$ cat src/rtl/regfile_mp.sv
// regfile_mp: parametrised multi-port integer register file with a built-in
// busy scoreboard. Decode reads operands and allocates destinations.
// Writeback commits results and clears the matching busy bits.
// Register 0 is hardwired to zero and is never busy.
// Optional feature: define REGFILE_MP_WRITE_BYPASS_EN to forward same-cycle
// write data straight to the read ports.
module regfile_mp #(
  parameter int XLEN  = 32,
  parameter int NREGS = 32,
  parameter int NRD   = 2,
  parameter int NWR   = 1
) (
  input  logic                  clk,
  input  logic                  rst,
  input  logic [NRD*$clog2(NREGS)-1:0] rs_id,
  output logic [NRD*XLEN-1:0]   rs_data,
  output logic [NRD-1:0]        rs_busy,
  input  logic [NWR-1:0]        wr_en,
  input  logic [NWR*$clog2(NREGS)-1:0] rd_id,
  input  logic [NWR*XLEN-1:0]   rd_data,
  input  logic                  alloc_en,
  input  logic [$clog2(NREGS)-1:0] alloc_id,
  output logic [NREGS-1:0]      busy_vec
);

  localparam int AW = $clog2(NREGS);

  logic [XLEN-1:0]  regs      [NREGS];
  logic [XLEN-1:0]  regs_next [NREGS];
  logic [NREGS-1:0] busy;
  logic [NREGS-1:0] busy_next;

  // Next-state: later write ports overwrite earlier ones, and alloc is applied
  // last so a newly issued producer supersedes a same-cycle writeback.
  always_comb begin
    logic [AW-1:0] widx;
    widx      = '0;
    regs_next = regs;
    busy_next = busy;
    for (int j = 0; j < NWR; j++) begin
      widx = rd_id[j*AW +: AW];
      if (wr_en[j] && (widx != '0)) begin
        regs_next[widx] = rd_data[j*XLEN +: XLEN];
        busy_next[widx] = 1'b0;
      end
    end
    if (alloc_en && (alloc_id != '0)) begin
      busy_next[alloc_id] = 1'b1;
    end
    regs_next[0] = '0;
    busy_next[0] = 1'b0;
  end

  // State registers: asynchronous clear of every register and busy bit.
  always_ff @(posedge clk or posedge rst) begin
    if (rst) begin
      for (int n = 0; n < NREGS; n++) begin
        regs[n] <= '0;
      end
      busy <= '0;
    end else begin
      for (int n = 0; n < NREGS; n++) begin
        regs[n] <= regs_next[n];
      end
      busy <= busy_next;
    end
  end

  // Combinational read ports; x0 and reset force zero data and not-busy.
  always_comb begin
    logic [AW-1:0]   ridx;
    logic [XLEN-1:0] d;
    logic            b;
`ifdef REGFILE_MP_WRITE_BYPASS_EN
    logic            fwd;
`endif
    rs_data = '0;
    rs_busy = '0;
    ridx    = '0;
    d       = '0;
    b       = 1'b0;
`ifdef REGFILE_MP_WRITE_BYPASS_EN
    fwd     = 1'b0;
`endif
    for (int i = 0; i < NRD; i++) begin
      ridx = rs_id[i*AW +: AW];
      d    = regs[ridx];
      b    = busy[ridx];
`ifdef REGFILE_MP_WRITE_BYPASS_EN
      fwd  = 1'b0;
      for (int j = 0; j < NWR; j++) begin
        if (wr_en[j] && (rd_id[j*AW +: AW] == ridx)) begin
          d   = rd_data[j*XLEN +: XLEN];
          fwd = 1'b1;
        end
      end
      if (fwd) begin
        b = alloc_en && (alloc_id == ridx);
      end
`endif
      if (rst || (ridx == '0)) begin
        d = '0;
        b = 1'b0;
      end
      rs_data[i*XLEN +: XLEN] = d;
      rs_busy[i]              = b;
    end
  end

  // Scoreboard export; bit 0 is structurally never set.
  always_comb begin
    busy_vec = busy;
  end

endmodule

$ cat config.mk
export PLATFORM = sky130hd
export DESIGN_NAME = regfile_mp
export DESIGN_NICKNAME = d
export VERILOG_FILES = /design/src/rtl/regfile_mp.sv
export SDC_FILE = /design/constraint.sdc
export NUM_CORES = 2
export LEC_CHECK = 0
export CORE_ASPECT_RATIO = 0.9
export CORE_MARGIN = 1.5
export CORE_UTILIZATION = 46
export DETAILED_ROUTE_END_ITERATION = 12
export PLACE_DENSITY = 0.59
export SYNTH_ARGS = -nofsm -noshare
export SYNTH_HDL_FRONTEND = slang
export SYNTH_SLANG_ARGS = --single-unit
$ cat constraint.sdc
create_clock -name clk -period 56.8 [get_ports clk]
set_input_delay 11.36 -clock clk [delete_from_list [all_inputs] [get_ports clk]]
set_output_delay 11.36 -clock clk [all_outputs]
set_load 0.02 [all_outputs]
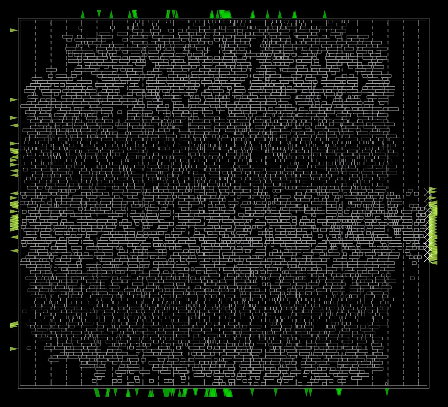
Fig. 1. Cell placement.
num sequential: 1023
row count: 121

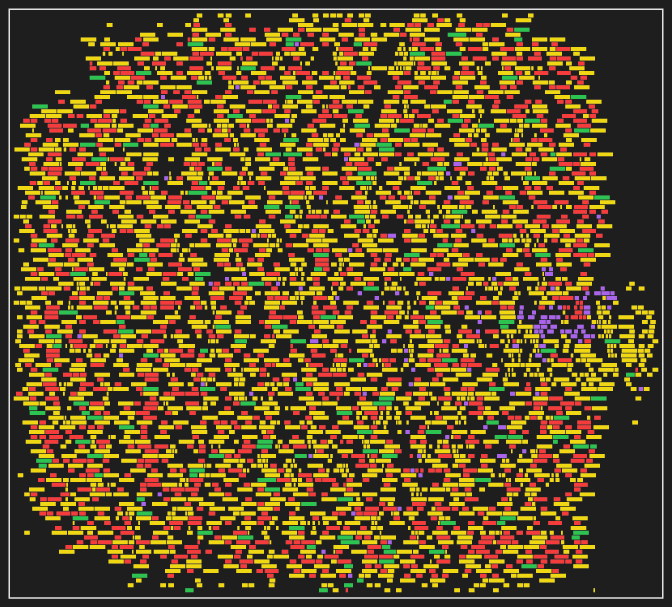
Fig. 2. Cell sizes after repair.
size	color	cells	most used
x2	red	1422	mux2_2
x6 and larger	green	170	clkbuf_16
x1 and smaller	yellow	2279	dfrtp_1
x3 and x4	purple	118	buf_4

## flip-flops by register name, summed over array words and instances, names as in the netlist
signal,count
busy_vec,31
regs,992
## layout by cell type (no fill, tap or decap), types with 25 or more instances in the layout
cell type,netlist,routed
mux2_2,1051,1051
dfrtp_1,1023,1023
mux2i_1,371,371
mux4_2,321,321
clkdlybuf4s50_1,0,142
clkbuf_16,0,117
buf_4,58,87
nor2_1,93,83
o21ai_0,75,75
a21oi_1,64,64
a22oi_1,59,59
a221oi_1,50,50
o22ai_1,46,46
nor3_1,40,40
nand2_1,52,39
a211oi_1,32,32
clkbuf_8,0,29
nor2b_1,35,26
mux2_1,26,26
clkbuf_1,164,25
## per-stage QoR
step                instances  setup slack [ps]  power, mW
floorplan                3972              9310       1.32
global placement         5390             29260       1.46
detailed placement       5390             29310       1.47
CTS                      5588             29270       2.24
global route             5588             29170       2.32
finish                   5590             29200       2.23
## worst max-delay path, cell delays in order
cell             delay [ps]
buf_8                   470
buf_4                   780
buf_4                   920
mux4_2                  390
nor2b_1                  50
nor3_1                  160
a211oi_1                120
a2111oi_1              1140
clkdlybuf4s50_1         790
## area by class of cell
| type | count | area, sq um | area share [%] |
|---|---|---|---|
| tap | 1599 | 2000 | 3.23 |
| antenna | 2 | 5.00 | 0.00809 |
| timing repair buffer | 243 | 2280 | 3.69 |
| multi-input combinational | 2509 | 28100 | 45.4 |
| inverter | 16 | 67.6 | 0.109 |
| sequential | 1023 | 25600 | 41.4 |
| clock buffer | 170 | 3410 | 5.51 |
| clock inverter | 28 | 408 | 0.659 |
## per-layer routing
layer / track usage (%) / wire length [um]
met1: 47.4 / 86600
met2: 44.9 / 83600
met3: 8.60 / 19600
met4: 9.81 / 6450
met5: 0 / 100
==> out/qor.yml <==
floorplan:
  coreArea_sq_um: 121000
  die_x_um: 370
drt:
  ant_nets: 0
  drt_first_pass_iters: 11
  remaining_drc_errors: 24
  num_vias: 37859
place:
  place_congestion: 0.860
  dpl_cell_area_sq_um: 58000
yosys:
  fp_nets: 4028
  synth_flops: 1023
  top_area_cell: "dfrtp_1"
  ys_sh_simple_pct: 2.40
  synthesis.area_sq_um: 55900
  synth_top_area_share_pct: 45.8
clocking:
  clockRootBuffer: "clkbuf_16"
  htreeDepth: 3
  clk_pin_slew_ps: 60
final_timing:
  fin_hold_ws_ps: 509
  finalCritPeriodShare_pct: 48.6
  finClkSkew_ps: 0
global_route:
  grt_pass1_wl_um: 283000
  grt_max_degree: 162
finish:
  fillers: 10281
  final_core_util_pct: 51.3
  area_growth_pct: 10.7
setup_path:
  cp-end-kind: "primary output"
  start_kind: "input pin"
  cp_max_fo: 52
  startpoint: "rs_id[6]"
  crit_path_end: "rs_data[60]"
power_and_ir_drop:
  pg_clk_mw: 0.766
hold_path:
  hold_start: "regs[567]"
  hold_class: "reg -> reg"
status:
  violations: "design-rule violations"
  status: "complete, but fails checks"
Power and IR drop assume default switching activity.
